`src/rtl/door_pkg.sv`:
```
// Shared types and constants for the door-lock controller: setup packet,
// PIN packet, six-digit BCD display packet, key codes, tick constants and
// the state encoding of the configuration menu.
package door_pkg;

  localparam logic [3:0] KEY_CONFIRM = 4'hF;  // '#'
  localparam logic [3:0] KEY_CANCEL  = 4'hE;  // '*'
  localparam logic [3:0] BCD_BLANK   = 4'hF;

  // Tick counts at the 1 kHz system clock
  localparam logic [15:0] UM_SEG       = 16'd1000;
  localparam logic [15:0] CINCO_SEG    = 16'd5000;
  localparam logic [15:0] TRINTA_SEG   = 16'd30000;
  localparam logic [15:0] SESSENTA_SEG = 16'd60000;

  // digit1 is the first digit typed
  typedef struct packed {
    logic       status;
    logic [3:0] digit1;
    logic [3:0] digit2;
    logic [3:0] digit3;
    logic [3:0] digit4;
  } pinPac_t;

  typedef struct packed {
    logic        bip_status;
    logic [15:0] bip_time;
    logic [15:0] tranca_aut_time;
    pinPac_t     master_pin;
    pinPac_t     pin1;
    pinPac_t     pin2;
    pinPac_t     pin3;
    pinPac_t     pin4;
  } setupPac_t;

  typedef struct packed {
    logic [3:0] bcd5;
    logic [3:0] bcd4;
    logic [3:0] bcd3;
    logic [3:0] bcd2;
    logic [3:0] bcd1;
    logic [3:0] bcd0;
  } bcdPac_t;

  typedef enum logic [3:0] {
    ST_IDLE       = 4'd0,
    ST_LOAD       = 4'd1,
    ST_BIP_EN     = 4'd2,
    ST_BIP_TIME   = 4'd3,
    ST_TRAVA_TIME = 4'd4,
    ST_PIN_SEL    = 4'd5,
    ST_PIN_EDIT   = 4'd6,
    ST_SAVE       = 4'd7,
    ST_ABORT      = 4'd8,
    ST_DONE       = 4'd9
  } setup_state_t;

endpackage

```
`src/rtl/setup_num_entry.sv`:
```
// Digit entry buffer for the configuration menu. Shifts decimal digits in
// (newest digit in position 0), keeps a digit count and the binary value,
// and refuses digits once the count reaches limit_i. Positions not yet typed
// read as BCD_BLANK. clr_i has priority over push_i.
module setup_num_entry
  import door_pkg::*;
#(
  parameter  int N_MAX = 4,
  localparam int CW    = $clog2(N_MAX + 1),
  localparam int VW    = $clog2(10 ** N_MAX)
) (
  input  logic                    clk,
  input  logic                    rst,
  input  logic                    clr_i,
  input  logic                    push_i,
  input  logic [3:0]              digit_i,
  input  logic [CW-1:0]           limit_i,
  output logic [CW-1:0]           count_o,
  output logic [VW-1:0]           value_o,
  output logic [N_MAX-1:0][3:0]   bcd_o
);

  logic [CW-1:0]         count_q;
  logic [VW-1:0]         value_q;
  logic [N_MAX-1:0][3:0] dig_q;

  // Accumulate digits until the per-field limit; clear wipes everything
  always_ff @(posedge clk or posedge rst) begin
    if (rst) begin
      count_q <= '0;
      value_q <= '0;
      dig_q   <= {N_MAX{BCD_BLANK}};
    end else if (clr_i) begin
      count_q <= '0;
      value_q <= '0;
      dig_q   <= {N_MAX{BCD_BLANK}};
    end else if (push_i && (count_q < limit_i)) begin
      count_q <= count_q + CW'(1);
      value_q <= value_q * VW'(10) + VW'(digit_i);
      dig_q   <= {dig_q[N_MAX-2:0], digit_i};
    end
  end

  assign count_o = count_q;
  assign value_o = value_q;
  assign bcd_o   = dig_q;

endmodule

```
`src/rtl/setup_config.sv`:
```
// Configuration-menu responder for the door-lock controller. While
// setup_on is held it owns keypad and display, edits a working copy of the
// setup packet and returns it (or the untouched copy on cancel) with a
// one-cycle setup_end pulse. Master PIN passes through untouched.
// Optional build macro SETUP_TIMEOUT_EN adds an inactivity abort after
// TIMEOUT_TCK ticks without a key; without it the menu waits forever.
// Key handshake: key_valid is a level; one key is taken on each rising
// edge of key_valid, with key_code sampled in that same cycle.
module setup_config
  import door_pkg::*;
#(
  parameter int unsigned MIN_SEC    = 5,
  parameter int unsigned MAX_SEC    = 60,
  parameter int unsigned MS_PER_SEC = 1000
`ifdef SETUP_TIMEOUT_EN
  , parameter int unsigned TIMEOUT_TCK = 30000
`endif
) (
  input  logic         clk,
  input  logic         rst,
  input  logic         setup_on,
  input  logic         key_valid,
  input  logic [3:0]   key_code,
  input  setupPac_t    data_setup_old,
  output setupPac_t    data_setup_new,
  output logic         setup_end,
  output bcdPac_t      bcd_out,
  output logic         bcd_enable,
  output setup_state_t dbg_state_o
);

  localparam int ENT_N  = 4;
  localparam int ENT_VW = $clog2(10 ** ENT_N);

  setup_state_t state_q, state_prev_q;
  setupPac_t    work_q, old_q, new_q;
  logic         end_q;
  logic [2:0]   sel_q;
  logic         setup_on_q, key_q;

  logic                  key_ev, editing, timeout, ent_push, ent_clr;
  logic [2:0]            ent_limit, ent_cnt;
  logic [ENT_VW-1:0]     ent_val;
  logic [ENT_N-1:0][3:0] ent_bcd;
  int unsigned           sec_c;
  logic [15:0]           ticks_c;
  pinPac_t               pin_cur_c, pin_upd_c;

  // Edge history for setup_on, key_valid and the state (buffer clear on change)
  always_ff @(posedge clk or posedge rst) begin
    if (rst) begin
      setup_on_q   <= 1'b0;
      key_q        <= 1'b0;
      state_prev_q <= ST_IDLE;
    end else begin
      setup_on_q   <= setup_on;
      key_q        <= key_valid;
      state_prev_q <= state_q;
    end
  end

  assign key_ev    = key_valid && !key_q;
  assign editing   = state_q inside {ST_BIP_EN, ST_BIP_TIME, ST_TRAVA_TIME, ST_PIN_SEL, ST_PIN_EDIT};
  assign ent_clr   = (state_q != state_prev_q);
  assign ent_push  = key_ev && (key_code <= 4'd9) &&
                     (state_q inside {ST_BIP_TIME, ST_TRAVA_TIME, ST_PIN_EDIT});
  assign ent_limit = (state_q == ST_PIN_EDIT) ? 3'd4 : 3'd2;

  setup_num_entry #(.N_MAX(ENT_N)) u_entry (
    .clk     (clk),
    .rst     (rst),
    .clr_i   (ent_clr),
    .push_i  (ent_push),
    .digit_i (key_code),
    .limit_i (ent_limit),
    .count_o (ent_cnt),
    .value_o (ent_val),
    .bcd_o   (ent_bcd)
  );

`ifdef SETUP_TIMEOUT_EN
  logic [15:0] idle_cnt_q;

  // Inactivity counter: restarts on each key and on LOAD, runs while editing
  always_ff @(posedge clk or posedge rst) begin
    if (rst) begin
      idle_cnt_q <= '0;
    end else if (state_q == ST_LOAD || key_ev) begin
      idle_cnt_q <= '0;
    end else if (editing && idle_cnt_q != 16'(TIMEOUT_TCK)) begin
      idle_cnt_q <= idle_cnt_q + 16'd1;
    end
  end

  assign timeout = editing && (idle_cnt_q == 16'(TIMEOUT_TCK));
`else
  assign timeout = 1'b0;
`endif

  // Entered seconds clamped to [MIN_SEC, MAX_SEC], converted to ticks; PIN update
  always_comb begin
    sec_c = 32'(ent_val);
    if (sec_c < MIN_SEC)      sec_c = MIN_SEC;
    else if (sec_c > MAX_SEC) sec_c = MAX_SEC;
    ticks_c = 16'(sec_c * MS_PER_SEC);

    case (sel_q)
      3'd2:    pin_cur_c = work_q.pin2;
      3'd3:    pin_cur_c = work_q.pin3;
      3'd4:    pin_cur_c = work_q.pin4;
      default: pin_cur_c = work_q.pin1;
    endcase
    pin_upd_c = pin_cur_c;
    if (ent_cnt == 3'd4)                         pin_upd_c = pinPac_t'({1'b1, ent_bcd});
    else if (ent_cnt == 3'd0 && sel_q != 3'd1)   pin_upd_c.status = 1'b0;
  end

  // Menu FSM; setup_on dropping wins, then cancel/timeout, then per-state keys
  always_ff @(posedge clk or posedge rst) begin
    if (rst) begin
      state_q <= ST_IDLE;
      work_q  <= '0;
      old_q   <= '0;
      new_q   <= '0;
      end_q   <= 1'b0;
      sel_q   <= 3'd1;
    end else begin
      end_q <= 1'b0;
      if (state_q != ST_IDLE && !setup_on) begin
        state_q <= ST_IDLE;
      end else if (editing && (timeout || (key_ev && key_code == KEY_CANCEL))) begin
        state_q <= ST_ABORT;
      end else begin
        unique case (state_q)
          ST_IDLE: if (setup_on && !setup_on_q) state_q <= ST_LOAD;
          ST_LOAD: begin
            work_q  <= data_setup_old;
            old_q   <= data_setup_old;
            sel_q   <= 3'd1;
            state_q <= ST_BIP_EN;
          end
          ST_BIP_EN: if (key_ev) begin
            if (key_code == KEY_CONFIRM)                  state_q <= ST_BIP_TIME;
            else if (key_code == 4'd0 || key_code == 4'd1) work_q.bip_status <= key_code[0];
          end
          ST_BIP_TIME: if (key_ev && key_code == KEY_CONFIRM) begin
            if (ent_cnt != 3'd0) work_q.bip_time <= ticks_c;
            state_q <= ST_TRAVA_TIME;
          end
          ST_TRAVA_TIME: if (key_ev && key_code == KEY_CONFIRM) begin
            if (ent_cnt != 3'd0) work_q.tranca_aut_time <= ticks_c;
            state_q <= ST_PIN_SEL;
          end
          ST_PIN_SEL: if (key_ev) begin
            if (key_code == KEY_CONFIRM) begin
              state_q <= ST_SAVE;
            end else if (key_code inside {[4'd1:4'd4]}) begin
              sel_q   <= key_code[2:0];
              state_q <= ST_PIN_EDIT;
            end
          end
          ST_PIN_EDIT: if (key_ev && key_code == KEY_CONFIRM &&
                           (ent_cnt == 3'd0 || ent_cnt == 3'd4)) begin
            case (sel_q)
              3'd2:    work_q.pin2 <= pin_upd_c;
              3'd3:    work_q.pin3 <= pin_upd_c;
              3'd4:    work_q.pin4 <= pin_upd_c;
              default: work_q.pin1 <= pin_upd_c;
            endcase
            state_q <= ST_PIN_SEL;
          end
          ST_SAVE: begin
            new_q   <= work_q;
            end_q   <= 1'b1;
            state_q <= ST_DONE;
          end
          ST_ABORT: begin
            new_q   <= old_q;
            end_q   <= 1'b1;
            state_q <= ST_DONE;
          end
          ST_DONE: state_q <= ST_IDLE;
          default: state_q <= ST_IDLE;
        endcase
      end
    end
  end

  // Display decode from registered state; untouched digits stay blank
  always_comb begin
    bcd_out = {6{BCD_BLANK}};
    unique case (state_q)
      ST_BIP_EN: begin
        bcd_out.bcd5 = 4'd1;
        bcd_out.bcd0 = {3'b000, work_q.bip_status};
      end
      ST_BIP_TIME, ST_TRAVA_TIME: begin
        bcd_out.bcd5 = (state_q == ST_BIP_TIME) ? 4'd2 : 4'd3;
        bcd_out.bcd1 = ent_bcd[1];
        bcd_out.bcd0 = ent_bcd[0];
      end
      ST_PIN_SEL: begin
        bcd_out.bcd5 = 4'd4;
        bcd_out.bcd0 = {1'b0, sel_q};
      end
      ST_PIN_EDIT: begin
        bcd_out.bcd5 = 4'd4;
        bcd_out.bcd4 = {1'b0, sel_q};
        bcd_out.bcd3 = ent_bcd[3];
        bcd_out.bcd2 = ent_bcd[2];
        bcd_out.bcd1 = ent_bcd[1];
        bcd_out.bcd0 = ent_bcd[0];
      end
      default: ;
    endcase
  end

  assign data_setup_new = new_q;
  assign setup_end      = end_q;
  assign bcd_enable     = (state_q != ST_IDLE);
  assign dbg_state_o    = state_q;

endmodule

```
`config.mk`:
```
export PLATFORM = sky130hd
export DESIGN_NAME = setup_config
export DESIGN_NICKNAME = d
export VERILOG_FILES = /design/src/rtl/door_pkg.sv /design/src/rtl/setup_num_entry.sv /design/src/rtl/setup_config.sv
export SDC_FILE = /design/constraint.sdc
export NUM_CORES = 1
export LEC_CHECK = 0
export ABC_CLOCK_PERIOD_IN_PS = 25800
export CORE_ASPECT_RATIO = 1.4
export CORE_MARGIN = 4
export CORE_UTILIZATION = 60
export DETAILED_ROUTE_END_ITERATION = 16
export GPL_ROUTABILITY_DRIVEN = 0
export PLACE_DENSITY = 0.86
export SLEW_MARGIN = 25
export SYNTH_ARGS = -nofsm -noshare
export SYNTH_HDL_FRONTEND = slang
export SYNTH_SLANG_ARGS = --single-unit
export TNS_END_PERCENT = 100
```
`constraint.sdc`:
```
create_clock -name clk -period 25.8 [get_ports clk]
set_input_delay 3.87 -clock clk [delete_from_list [all_inputs] [get_ports clk]]
set_output_delay 3.87 -clock clk [all_outputs]
set_load 0.02 [all_outputs]
```
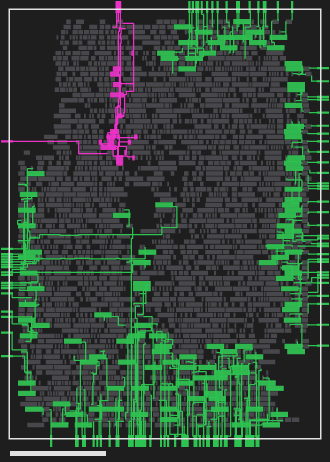
**Above:** run 1 (I/O nets highlighted).
Scale bar: 50 um.
[green] `data_setup_new` | bits: 118 | direction: output | end cells: 118 | wire: 4350 um
[magenta] `key_code` | bits: 4 | direction: input | end cells: 23 | wire: 434 um
IO Pins: 274
PortBufs: 273

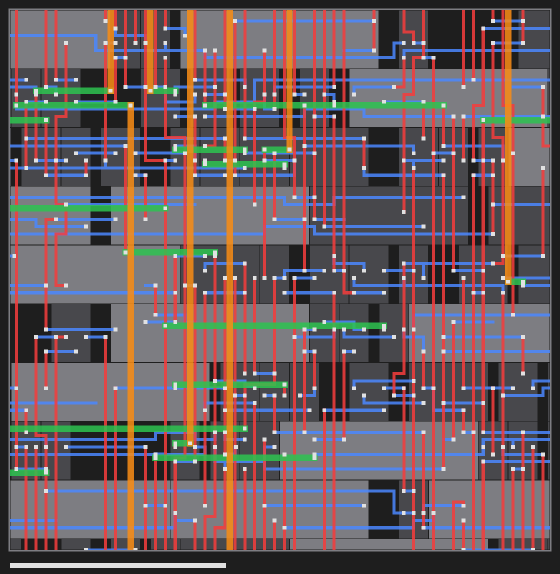
**Above:** run 1 (zoomed window).
Scale bar: 10 um. Window x 28 to 53, y 43 to 68 um. Cells in grey, sequential cells in the stronger grey; small squares are vias.
[red] M2
[green] M3
[orange] M4
[blue] M1
most frequent: nand2_1 (19), dfrtp_1 (12), o21ai_0 (9)
sequential cells in the window: 12
cells with their middle in the window: 57
netlist names of flops here include: `old_q` (5), `work_q` (5), `data_setup_new` (2)

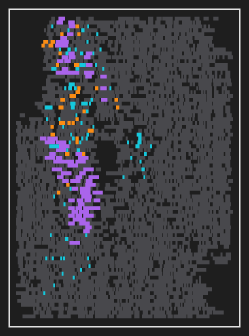
**Above:** run 1 (selected gate families).
[purple] fa/ha/maj cells | cells: 79
[cyan] nor cells | cells: 80
[orange] and/or cells | cells: 32
dominant logic cell type in the layout: nand2_1
Comb/total area: 0.388
Non-Filler Instances: 2804

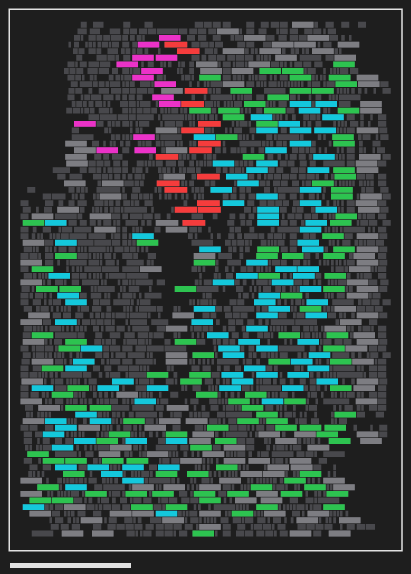
**Above:** run 1 (register map, names as in the netlist).
Scale bar: 50 um.
[green] `old_q` | sequential cells: 118 | where: widely spread
[red] `u_entry.bcd_o` | sequential cells: 16 | where: top centre
[cyan] `work_q` | sequential cells: 101
[magenta] `u_entry.value_o` | sequential cells: 14
not coloured: 135
Seq. cell area: 0.00963 mm^2
fraction of area in registers: 0.402

==> results_dict.tcl, run 1 <==
# yosys + openroad results
set metrics [dict create \
    clk_pin_slew_ns 0.07 \
    core_area_mm2 0.0324 \
    cts.repair.resized 0 \
    synth_area_mm2 0.0197 \
    synth_area_per_cell_um2 9.27 \
    die_width_um 161 \
    cts_made_buffers 37 \
    max_freq_mhz 141 \
    grt_usage 0.315 \
    hold_class "flip-flop to flip-flop" \
    end_kind "output pin" \
    ys_cells 2124 \
    setup_viol 0 \
    final_cell_mix "nand2_1, dfrtp_1, clkdlybuf4s50_1" \
    fin_worst_skew_ns 0.0288 \
    grt_pass1_wl_um 90400 \
    ys.flop_type "dfrtp_1" \
    slew_violations 0 \
    stdcell_area_mm2 0.0239 \
    critPathBufInv 1 \
    slew_headroom 0.316 \
    ys_async_sr_fraction 1.00 \
    worst_pin_slew_ns 1.01 \
    numSynthFlops 384 \
    cp_slowest_cell "dfrtp_1" \
    first_pass_iters 7 \
    synth_top_cell_by_area "dfrtp_1" \
    cts_tree "built" \
    clk_path_buf_depth 3 \
    ant_nets 0 \
    final.setup.tns_ns 0 \
    holdBufCountCts 0 \
    post_cts_buffers 0 \
    hpwl_um 39600 \
    num_rows 78 \
    die_y_um 222 \
    drc_errors 0 \
    avgViaCountPerCell 5.92 \
    status "completed" \
    grt_max_degree 221 \
    fp_util 0.607 \
    p_leak_nw 11.3 \
    fin_crit_ns 7.10 \
    htree_levels 2 \
    crit_type "flip-flop to output pin" \
    num_vias 16595 \
    grt_overflow 0 \
    cp.required_ns 21.93 \
    wirelength_um 56800 \
    warning_count 35 \
    cp_top_family "flip-flops" \
    critical-path-max-stage-delay_ns 0.85 \
    postSynthSeqShare 0.489 \
    rsz0062_at_grt "no" \
    vdd_drop_max_v 0.000230 \
    grt_pass1_vias 17123 \
    edf_count 0 \
    wl_per_cell_um 20.3 \
    p_per_area_mw_per_mm2 129 \
    clk_latency_ns 0.55 \
    yosys_warnings 0 \
    first_iter_violations 1412 \
    path_cells "nand3b_1, a21oi_2, or2_2, o21ai_0, clkdlybuf4s50_1" \
    place_area_mm2 0.0226 \
    critical_path_arrival_ns 3.23 \
    synthTopCellsByArea "dfrtp_1, nand2_1, mux2i_1" \
    drive_gt1_frac 0.0534 \
    antenna_found_initial 5 \
]
run 1: where the power goes:
part           internal (W)  total (W)  switching (W)  leakage (nW)
logic              0.000614    0.00152       0.000904          5.75
registers          0.000819    0.00100       0.000181          4.92
clock network      0.000341   0.000579       0.000239         0.638
run 1: per-layer routing:
| metal | up-vias | track usage | part of all wire |
|---|---|---|---|
| met2 | 754 | 0.545 | 0.51 |
| met1 | 8041 | 0.365 | 0.36 |
| met3 | 231 | 0.0527 | 0.066 |
| li1 | 7569 | - | - |
| met4 | 0 | 0.192 | 0.071 |
| met5 | - | 0 | 0 |
run 1: registers in the layout (all words and copies together) (netlist names):
signal and count:
data_setup_new 118, old_q 118, u_entry.count_o 3, u_entry.bcd_o 16
state_prev_q 4, setup_on_q 1, sel_q 3, setup_end 1
dbg_state_o 4, key_q 1, work_q 101, u_entry.value_o 14
run 1: cells by family (layout without fill, tap and decap cells):
logic type,after synthesis,count (layout),share of synthesized area
simple gates,852,852,0.181
compound gates,456,456,0.149
flops,384,384,0.489
buf+inv,201,422,0.0452
mux,114,114,0.0580
fa+ha+maj,79,79,0.0609
xor+xnor,36,36,0.0160
other cells,2,21,0.000382
run 1: through the flow:
stage | power (W) | hold WS, ns | setup WS (ns) | std cells
2_1_floorplan | 0.00199 | 0.439 | 11.29 | 2138
3_3_place_gp | 0.00241 | 0.447 | 19.08 | 2729
3_5_place_dp | 0.00249 | 0.458 | 18.84 | 2730
4_1_cts | 0.00309 | 0.472 | 18.48 | 2798
5_1_grt | 0.00330 | 0.491 | 18.49 | 2804
6_report | 0.00310 | 0.464 | 18.70 | 2804
run 1: worst paths after layout:
kind                            cells after the start                              to                            start  slack [ns]
worst max-delay path                                5                      bcd_out[0]       dbg_state_o[2]$_DFFE_PP0P_       18.70
worst min-delay path                                2  data_setup_new[79]$_DFFE_PP0P_            old_q[79]$_DFFE_PP0P_        0.46
worst max register to register                     17         work_q[113]$_DFFE_PP0P_  u_entry.value_o[10]$_DFFE_PP0P_       20.07
worst min register to register                      2  data_setup_new[79]$_DFFE_PP0P_            old_q[79]$_DFFE_PP0P_        0.46
max in group asynchronous                           4  u_entry.value_o[5]$_DFFE_PP0P_                              rst       20.32
min in group asynchronous                           2  data_setup_new[72]$_DFFE_PP0P_                              rst        3.90
run 1: synthesized netlist by cell type, types with 17 or more instances:
| cell type | number |
|---|---|
| nand2_1 | 666 |
| dfrtp_1 | 367 |
| o21ai_0 | 142 |
| mux2i_1 | 113 |
| a21oi_1 | 98 |
| clkbuf_1 | 85 |
| a21o_1 | 75 |
| inv_1 | 63 |
| nor2_1 | 54 |
| ha_1 | 51 |
| nand2b_1 | 34 |
| a221oi_1 | 32 |
| buf_2 | 32 |
| fa_1 | 28 |
| nand3_1 | 27 |
| xnor2_1 | 27 |
| dfstp_2 | 17 |
run 1: cell type report:
cell class / instances / area, um^2
flip-flops and latches: 384 / 9630
multi-input cells: 1553 / 9280
fillers: 2286 / 8460
repair buffers: 288 / 2910
clock buffers: 53 / 1110
well taps: 440 / 551
inverters: 66 / 255
clock inverters: 15 / 188
diodes: 5 / 12.5
--- run 2 (diff from run 1) ---
--- a/config.mk
+++ b/config.mk
@@ -5,13 +5,13 @@
 export SDC_FILE = /design/constraint.sdc
 export NUM_CORES = 1
 export LEC_CHECK = 0
-export ABC_CLOCK_PERIOD_IN_PS = 25800
+export ABC_CLOCK_PERIOD_IN_PS = 6100
 export CORE_ASPECT_RATIO = 1.4
 export CORE_MARGIN = 4
-export CORE_UTILIZATION = 60
+export CORE_UTILIZATION = 50
 export DETAILED_ROUTE_END_ITERATION = 16
 export GPL_ROUTABILITY_DRIVEN = 0
-export PLACE_DENSITY = 0.86
+export PLACE_DENSITY = 0.77
 export SLEW_MARGIN = 25
 export SYNTH_ARGS = -nofsm -noshare
 export SYNTH_HDL_FRONTEND = slang
==> constraint.sdc (replaced) <==
create_clock -name clk -period 6.1 [get_ports clk]
set_input_delay 0.915 -clock clk [delete_from_list [all_inputs] [get_ports clk]]
set_output_delay 0.915 -clock clk [all_outputs]
set_load 0.02 [all_outputs]
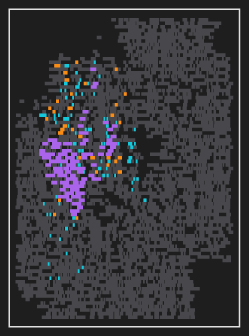
**Above:** run 2 (selected gate families).
[purple] fa/ha/maj cells | cells: 79
[cyan] nor cells | cells: 80
[orange] and/or cells | cells: 32
Non-Filler Instances: 2892
Comb/total area: 0.385

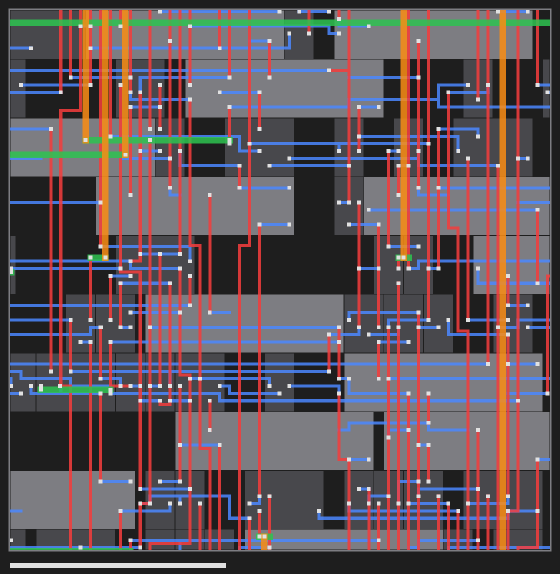
**Above:** run 2 (zoomed window).
Scale bar: 10 um. Window x 31 to 56, y 48 to 73 um. Cells in grey, sequential cells in the stronger grey; small squares are vias.
[blue] M1
[orange] M4
[green] M3
[red] M2
sequential cells in the window: 11
cells with their middle in the window: 43
most frequent: nand2_1 (16), dfrtp_1 (11)
netlist names of flops here include: `work_q` (7), `old_q` (3)

==> run 2 against run 1 <==
Compared with the run above: clock power rose to 4.2 times the previous value; register-to-register slack worse by 19 ns; wire length up 1.7%; combinational power rose to 4.1 times the previous value; die area up 19%; highest routed layer unchanged; critical path type is now flip-flop to flip-flop; via count down 1.4%; hold slack better by 0.0027 ns; sequential share of layout area down 0.17 points; sequential cell count unchanged; synthesized cell count unchanged.
==> results_dict.tcl, run 2 <==
# yosys + openroad results
set metrics [dict create \
    vdd_drop_max_v 0.000697 \
    hold_violations 0 \
    whs_path_depth 2 \
    holdBufCountCts 0 \
    first_pass_iters 5 \
    ys_chip_area_mm2 0.0197 \
    ys_cells 2124 \
    edf_count 0 \
    first_iter_violations 1409 \
    io_buffers 273 \
    cts.sinks 384 \
    fillers 3272 \
    drive_gt1_frac 0.0549 \
    r2r_slack_ns 0.78 \
    p_switching_w 0.00539 \
    critical-path-max-stage-delay_ns 0.55 \
    start_kind "flip-flop" \
    cp_top_family "adder cells" \
    cp.required_ns 6.49 \
    fin_nets 2542 \
    critical_path_arrival_ns 5.71 \
    clk_latency_ns 0.55 \
    die_width_um 176 \
    cts_tree "built" \
    warning_count 35 \
    cts_made_buffers 38 \
    netlist_instances 2124 \
    ys_async_sr_fraction 1.00 \
    synthTopCellsByArea "dfrtp_1, nand2_1, mux2i_1" \
    final_cell_mix "nand2_1, dfrtp_1, clkdlybuf4s50_1" \
    min_period_over_period 0.872 \
    grt_pass1_wl_um 91600 \
    p_leak_nw 11.3 \
    clk_pin_slew_ns 0.06 \
    htree_levels 2 \
    critPathBufInv 2 \
    status "completed" \
    final.setup.tns_ns 0 \
    pre_cts_slack_ns 0.780 \
    drv_cap 0 \
    clk_path_buf_depth 3 \
    grt_max_degree 184 \
    setup_ws_ns 0.780 \
    ant_nets 0 \
    synth_cell_types 76 \
    avgViaCountPerCell 5.66 \
    swShare 0.418 \
    cts.repair.resized 0 \
    setup_viol 0 \
    mostFrequentLayoutCell "nand2_1" \
    antenna_found_initial 4 \
    cts_root_buffer "clkbuf_16" \
    internal-power_w 0.00752 \
    hold_path_startpoint "old_q[76]$_DFFE_PP0P_" \
    drc_errors 0 \
    end_kind "flip-flop" \
    num_vias 16360 \
    p_per_area_mw_per_mm2 537 \
    postSynthSeqShare 0.489 \
    numSynthFlops 384 \
    r2r_cells 18 \
    slew_violations 0 \
    max_freq_mhz 188 \
    num_rows 85 \
    synth_top_cell_by_area "dfrtp_1" \
    r2r_start "u_entry.value_o[10]$_DFFE_PP0P_" \
    yosysMostFrequentCell "nand2_1" \
    syn_to_final_growth_pct 22.2 \
    ys.flop_type "dfrtp_1" \
    ioPinCount 274 \
    worst_pin_slew_ns 1.05 \
    core_area_mm2 0.0387 \
    reg2reg_to "work_q[100]$_DFFE_PP0P_" \
    synth_area_mm2 0.0197 \
    fin_worst_skew_ns 0.0182 \
    top_area_frac 0.467 \
    grt_overflow 0 \
    top_cells_by_count "nand2_1, dfrtp_1, o21ai_0" \
    wl_per_cell_um 20.0 \
    path_cells "nor4_1, nand2_1, or3b_2, inv_1, fa_1, xor2_1, ha_1, a21oi_1, fa_1, fa_1, inv_1, ha_1, nand3_1, o211ai_1, o2111a_1, or3_1, nand3_1, a31oi_1" \
    dieArea_mm2 0.0426 \
    cp_max_fo 7 \
    post_cts_buffers 0 \
    hold_class "flip-flop to flip-flop" \
    yosys_warnings 0 \
    slew_headroom 0.300 \
    cp_slowest_cell "or3b_2" \
    fp_util 0.508 \
    crit_type "flip-flop to flip-flop" \
    comb_power_share 0.484 \
    cpMostUsedCell "fa_1" \
    synth_area_per_cell_um2 9.27 \
    die_y_um 243 \
    rsz0062_at_grt "no" \
    hold-path-endpoint "data_setup_new[76]$_DFFE_PP0P_" \
    grt_usage 0.268 \
    wirelength_um 57800 \
    hpwl_um 41100 \
    clkPwrFrac 0.191 \
    fin_crit_ns 5.32 \
    p_seq_frac 0.325 \
    grt_pass1_vias 16736 \
]
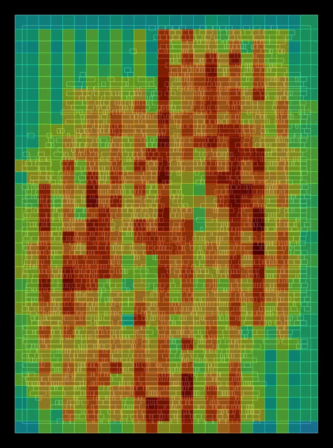
**Above:** run 2 (track usage over the die).
post-route core utilization: 0.621
met1 usage: 0.314

## run 2: cell counts after synthesis
Identical to the previous run, type by type.
## run 2: power groups by stage
stage	Sequential, W	Combinational, W	Clock, W
after global placement	0.00417	0.00595	0
after detailed placement	0.00421	0.00619	0
after CTS	0.00418	0.00624	0.00251
final	0.00420	0.00625	0.00246
after global routing	0.00429	0.00696	0.00261
after floorplan	0.00418	0.00426	0
## run 2: worst max path at each step
stage,startpoint,to,slack [ns],cells past startpoint
3_5_place_dp,u_entry.value_o[10]$_DFFE_PP0P_,work_q[113]$_DFFE_PP0P_,0.78,17
4_1_cts,u_entry.value_o[10]$_DFFE_PP0P_,work_q[100]$_DFFE_PP0P_,0.81,18
3_3_place_gp,u_entry.value_o[10]$_DFFE_PP0P_,work_q[100]$_DFFE_PP0P_,0.94,18
2_1_floorplan,rst,data_setup_new[0]$_DFFE_PP0P_,0.04,1
6_report,u_entry.value_o[10]$_DFFE_PP0P_,work_q[100]$_DFFE_PP0P_,0.78,18
5_1_grt,u_entry.value_o[10]$_DFFE_PP0P_,work_q[99]$_DFFE_PP0P_,0.47,17
## run 2: stage by stage
step                      utilization  hold slack (ns)  cell area, um^2  power, W  std cells
after global placement          0.586            0.447            22700    0.0101       2818
final                           0.621            0.467            24000    0.0129       2892
after floorplan                     -            0.439            19700   0.00844       2138
after CTS                       0.620            0.468            24000    0.0129       2887
after detailed placement        0.587            0.452            22700    0.0104       2818
after global routing            0.621            0.484            24000    0.0139       2892
## run 2: layer usage
metal | track usage | up-vias | part of all wire
li1 | - | 7590 | -
met1 | 0.314 | 8003 | 0.37
met2 | 0.467 | 586 | 0.51
met3 | 0.0419 | 181 | 0.056
met4 | 0.151 | 0 | 0.063
met5 | 0 | - | 0
## run 2: worst reg2reg max path: stages (launching register included)
cell	delay, ns
dfrtp_1	0.42
nor4_1	0.32
nand2_1	0.21
or3b_2	0.55
inv_1	0.19
fa_1	0.50
xor2_1	0.17
ha_1	0.18
a21oi_1	0.17
fa_1	0.47
fa_1	0.52
inv_1	0.05
ha_1	0.39
nand3_1	0.11
o211ai_1	0.14
o2111a_1	0.27
or3_1	0.36
nand3_1	0.10
a31oi_1	0.07
## run 2: final cells by class
cell class                      instances  area, um^2  share of cell area
Clock buffer                           51        1060              0.0441
Multi-Input combinational cell       1553        9250               0.385
Sequential cell                       384        9630               0.400
Inverter                               66         251              0.0105
Antenna cell                            4        10.0            0.000416
Clock inverter                         18         241              0.0100
Tap cell                              522         653              0.0272
Timing Repair Buffer                  294        2950               0.123
## run 2: logic make-up (layout without fill, tap and decap cells)
group,count (synthesis),after routing,synth area share
compound gates,456,456,0.149
xor+xnor,36,36,0.0160
fa+ha+maj,79,79,0.0609
buf+inv,201,429,0.0452
flops,384,384,0.489
mux,114,114,0.0580
other cells,2,20,0.000382
simple gates,852,852,0.181
--- run 3 (diff from run 2) ---
--- a/config.mk
+++ b/config.mk
@@ -5,13 +5,13 @@
 export SDC_FILE = /design/constraint.sdc
 export NUM_CORES = 1
 export LEC_CHECK = 0
-export ABC_CLOCK_PERIOD_IN_PS = 6100
+export ABC_CLOCK_PERIOD_IN_PS = 5790
 export CORE_ASPECT_RATIO = 1.4
 export CORE_MARGIN = 4
-export CORE_UTILIZATION = 50
+export CORE_UTILIZATION = 56
 export DETAILED_ROUTE_END_ITERATION = 16
 export GPL_ROUTABILITY_DRIVEN = 0
-export PLACE_DENSITY = 0.77
+export PLACE_DENSITY = 0.81
 export SLEW_MARGIN = 25
 export SYNTH_ARGS = -nofsm -noshare
 export SYNTH_HDL_FRONTEND = slang
==> constraint.sdc (replaced) <==
create_clock -name clk -period 5.79 [get_ports clk]
set_input_delay 0.8685 -clock clk [delete_from_list [all_inputs] [get_ports clk]]
set_output_delay 0.8685 -clock clk [all_outputs]
set_load 0.02 [all_outputs]
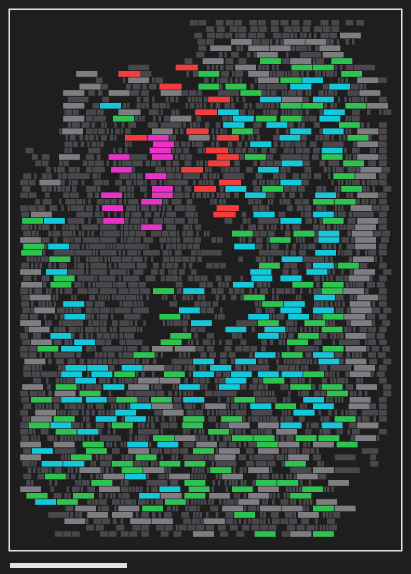
**Above:** run 3 (register map, names as in the netlist).
Scale bar: 50 um.
[green] `old_q` | sequential cells: 118 | where: widely spread
[red] `u_entry.bcd_o` | sequential cells: 16 | where: top centre
[cyan] `work_q` | sequential cells: 101
[magenta] `u_entry.value_o` | sequential cells: 14
not coloured: 135
post-route core utilization: 0.687
fraction of area in registers: 0.402

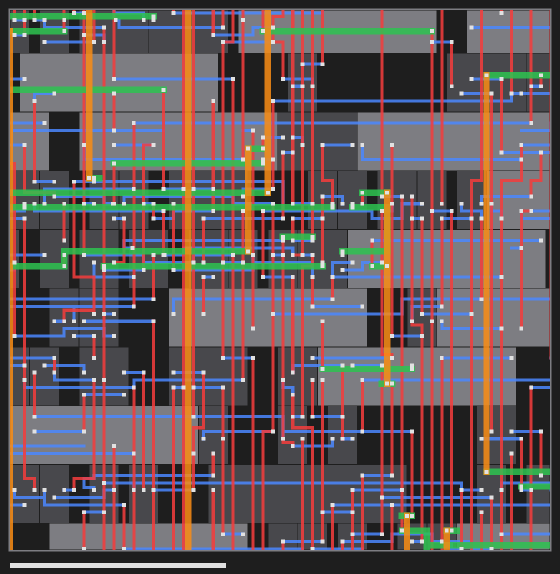
**Above:** run 3 (zoomed window).
Scale bar: 10 um. Window x 29 to 54, y 45 to 70 um. Cells in grey, sequential cells in the stronger grey; small squares are vias.
[blue] M1
[orange] M4
[red] M2
[green] M3
netlist names of flops here include: `work_q` (6), `old_q` (3)
sequential cells in the window: 9
most frequent: nand2_1 (20), dfrtp_1 (9), o21ai_0 (6)
cells with their middle in the window: 51

==> run 3 against run 2 <==
Compared with the run above: synthesized cell count stayed put; global-route usage is 2.8 points higher; die area is 10% lower; utilization is 6.6 points higher; count of clock-buffer cells in the layout is 5 higher; register-to-register slack worse by 0.40 ns; maximum frequency is 1.6% lower; first-iteration DRC count is 1.1% lower; clock skew is 0.00058 ns higher; final area is 0.40% lower; non-clock buffer count is 1 higher; largest cell class unchanged; largest power group unchanged.
==> results_dict.tcl, run 3 <==
# yosys + openroad results
set metrics [dict create \
    post_cts_buffers 0 \
    antenna_found_initial 4 \
    yosysMostFrequentCell "nand2_1" \
    numSynthFlops 384 \
    path_cells "nor4_1, nand2_1, or3b_2, inv_1, fa_1, xor2_1, ha_1, a21oi_1, fa_1, fa_1, inv_1, ha_1, nand3_1, o211ai_1, o2111a_1, or3_1, nand3_1, a31oi_1" \
    synthTopCellsByArea "dfrtp_1, nand2_1, mux2i_1" \
    avgViaCountPerCell 5.89 \
    pre_cts_slack_ns 0.448 \
    final_cell_mix "nand2_1, dfrtp_1, clkdlybuf4s50_1" \
    ant_nets 0 \
    htree_levels 2 \
    fp_util 0.565 \
    drc_errors 0 \
    die_y_um 230 \
    clk_latency_ns 0.55 \
    drv_cap 0 \
    ioPinCount 274 \
    synth_cell_types 76 \
    finalPower_w 0.0135 \
    wl_per_cell_um 20.4 \
    slew_headroom 0.297 \
    setup_viol 0 \
    critical-path-max-stage-delay_ns 0.53 \
    clk_path_buf_depth 3 \
    worst_pin_slew_ns 1.05 \
    status "completed" \
    critical_path_arrival_ns 5.79 \
    p_leak_nw 11.3 \
    critical_path.startpoint "u_entry.value_o[10]$_DFFE_PP0P_" \
    warning_count 36 \
    grt_max_degree 189 \
    cts_made_buffers 38 \
    grt_overflow 0 \
    drive_gt1_frac 0.0562 \
    crit_type "flip-flop to flip-flop" \
    core_area_mm2 0.0349 \
    end_kind "flip-flop" \
    clk_pin_slew_ns 0.06 \
    ys_async_sr_fraction 1.00 \
    cts_root_buffer "clkbuf_16" \
    min_period_over_period 0.934 \
    cp_slowest_cell "or3b_2" \
    ys.flop_type "dfrtp_1" \
    netlist_instances 2124 \
    setup_ws_ns 0.382 \
    r2r_start "u_entry.value_o[10]$_DFFE_PP0P_" \
    cp.required_ns 6.17 \
    grt_pass1_wl_um 91100 \
    grt_pass1_vias 16683 \
    num_rows 81 \
    io_buffers 273 \
    hold_violations 0 \
    holdBufCountCts 0 \
    synth_top_cell_by_area "dfrtp_1" \
    cpMostUsedCell "fa_1" \
    postSynthSeqShare 0.489 \
    hold_class "flip-flop to flip-flop" \
    top_cells_by_count "nand2_1, dfrtp_1, o21ai_0" \
    edf_count 0 \
    vdd_drop_max_v 0.000607 \
    ys_cells 2124 \
    fin_crit_ns 5.41 \
    die_width_um 166 \
    cp_max_fo 7 \
    yosys_warnings 0 \
    fin_nets 2543 \
    synth_area_per_cell_um2 9.27 \
    placed_cells 2753 \
    start_kind "flip-flop" \
    finalNonFillerCells 2829 \
    rsz0062_at_grt "no" \
    dieArea_mm2 0.0383 \
    top_area_frac 0.467 \
    cts.repair.resized 0 \
    cts.sinks 384 \
    synth_area_mm2 0.0197 \
    ys_chip_area_mm2 0.0197 \
    hold_path_startpoint "old_q[72]$_DFFE_PP0P_" \
    slew_violations 0 \
    wirelength_um 57700 \
    p_per_area_mw_per_mm2 564 \
    num_vias 16664 \
    mostFrequentLayoutCell "nand2_1" \
    max_freq_mhz 185 \
    cts_tree "built" \
    grt_usage 0.296 \
    fin_worst_skew_ns 0.0188 \
    hpwl_um 40700 \
    first_iter_violations 1393 \
    first_pass_iters 5 \
    syn_to_final_growth_pct 21.7 \
]
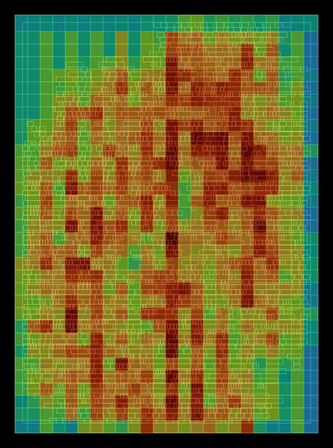
**Above:** run 3 (track usage over the die).
met1 usage: 0.351
Global Route met3 Usage: 0.0435

## run 3: cell types whose count changed in the layout (fill, tap and decap cells not counted), sizes merged
cell,previous run,this run
diode,4,5
buf,21,22
bufinv,5,2
clkbuf,51,56
clkinv,11,10
## run 3: where the power goes
group,internal [W],switching [W]
Combinational,0.00274,0.00382
Clock,0.00146,0.00106
Sequential,0.00365,0.000773
Total,0.00784,0.00566
## run 3: metrics by stage
step / cell area (um^2) / setup TNS (ns) / hold slack, ns
floorplan: 19700 / -83.16 / 0.439
global placement: 22600 / 0 / 0.446
detailed placement: 22600 / 0 / 0.455
CTS: 23900 / 0 / 0.470
global route: 24000 / 0 / 0.489
finish: 24000 / 0 / 0.469
## run 3: path summary, 6_finish.rpt
kind,end,slack [ns],cells after the start
worst max register to register,work_q[100]$_DFFE_PP0P_,0.38,18
worst min-delay path,data_setup_new[72]$_DFFE_PP0P_,0.47,2
min in group asynchronous,old_q[59]$_DFFE_PP0P_,0.60,2
worst min register to register,data_setup_new[72]$_DFFE_PP0P_,0.47,2
worst max-delay path,work_q[100]$_DFFE_PP0P_,0.38,18
max in group asynchronous,work_q[105]$_DFFE_PP0P_,3.95,4
## run 3: kinds of logic after synthesis
group	after synthesis	synth area share
buffers and inverters	201	0.0452
adders and majority gates	79	0.0609
and+or+nand+nor	852	0.181
AOI/OAI and AO/OA	456	0.149
other	2	0.000382
DFF	384	0.489
muxes	114	0.0580
xor gates and xnor gates	36	0.0160
## run 3: layout make-up
type                    count  area [um^2]
diodes                      5         12.5
clock buffers              56         1130
clock inverters            14          146
fillers                  2656        10900
inverters                  66          251
multi-input cells        1553         9260
flip-flops and latches    384         9630
well taps                 456          571
repair buffers            295         2960
## run 3: metal layers
layer,wire length [um],global-route usage,up-vias
met5,0,0,-
met1,20800,0.351,8100
met4,4010,0.177,0
met3,3780,0.0435,204
li1,-,-,7590
met2,29200,0.509,770
## run 3: critical path, delay by kind of cell (launching register included)
family / cells / cell delay (ns)
fa+ha+maj: 5 / 2.07
simple gates: 6 / 1.65
compound gates: 4 / 0.67
flops: 1 / 0.44
buf+inv: 2 / 0.23
xor+xnor: 1 / 0.18
Power is estimated from default activity; no workload was simulated.
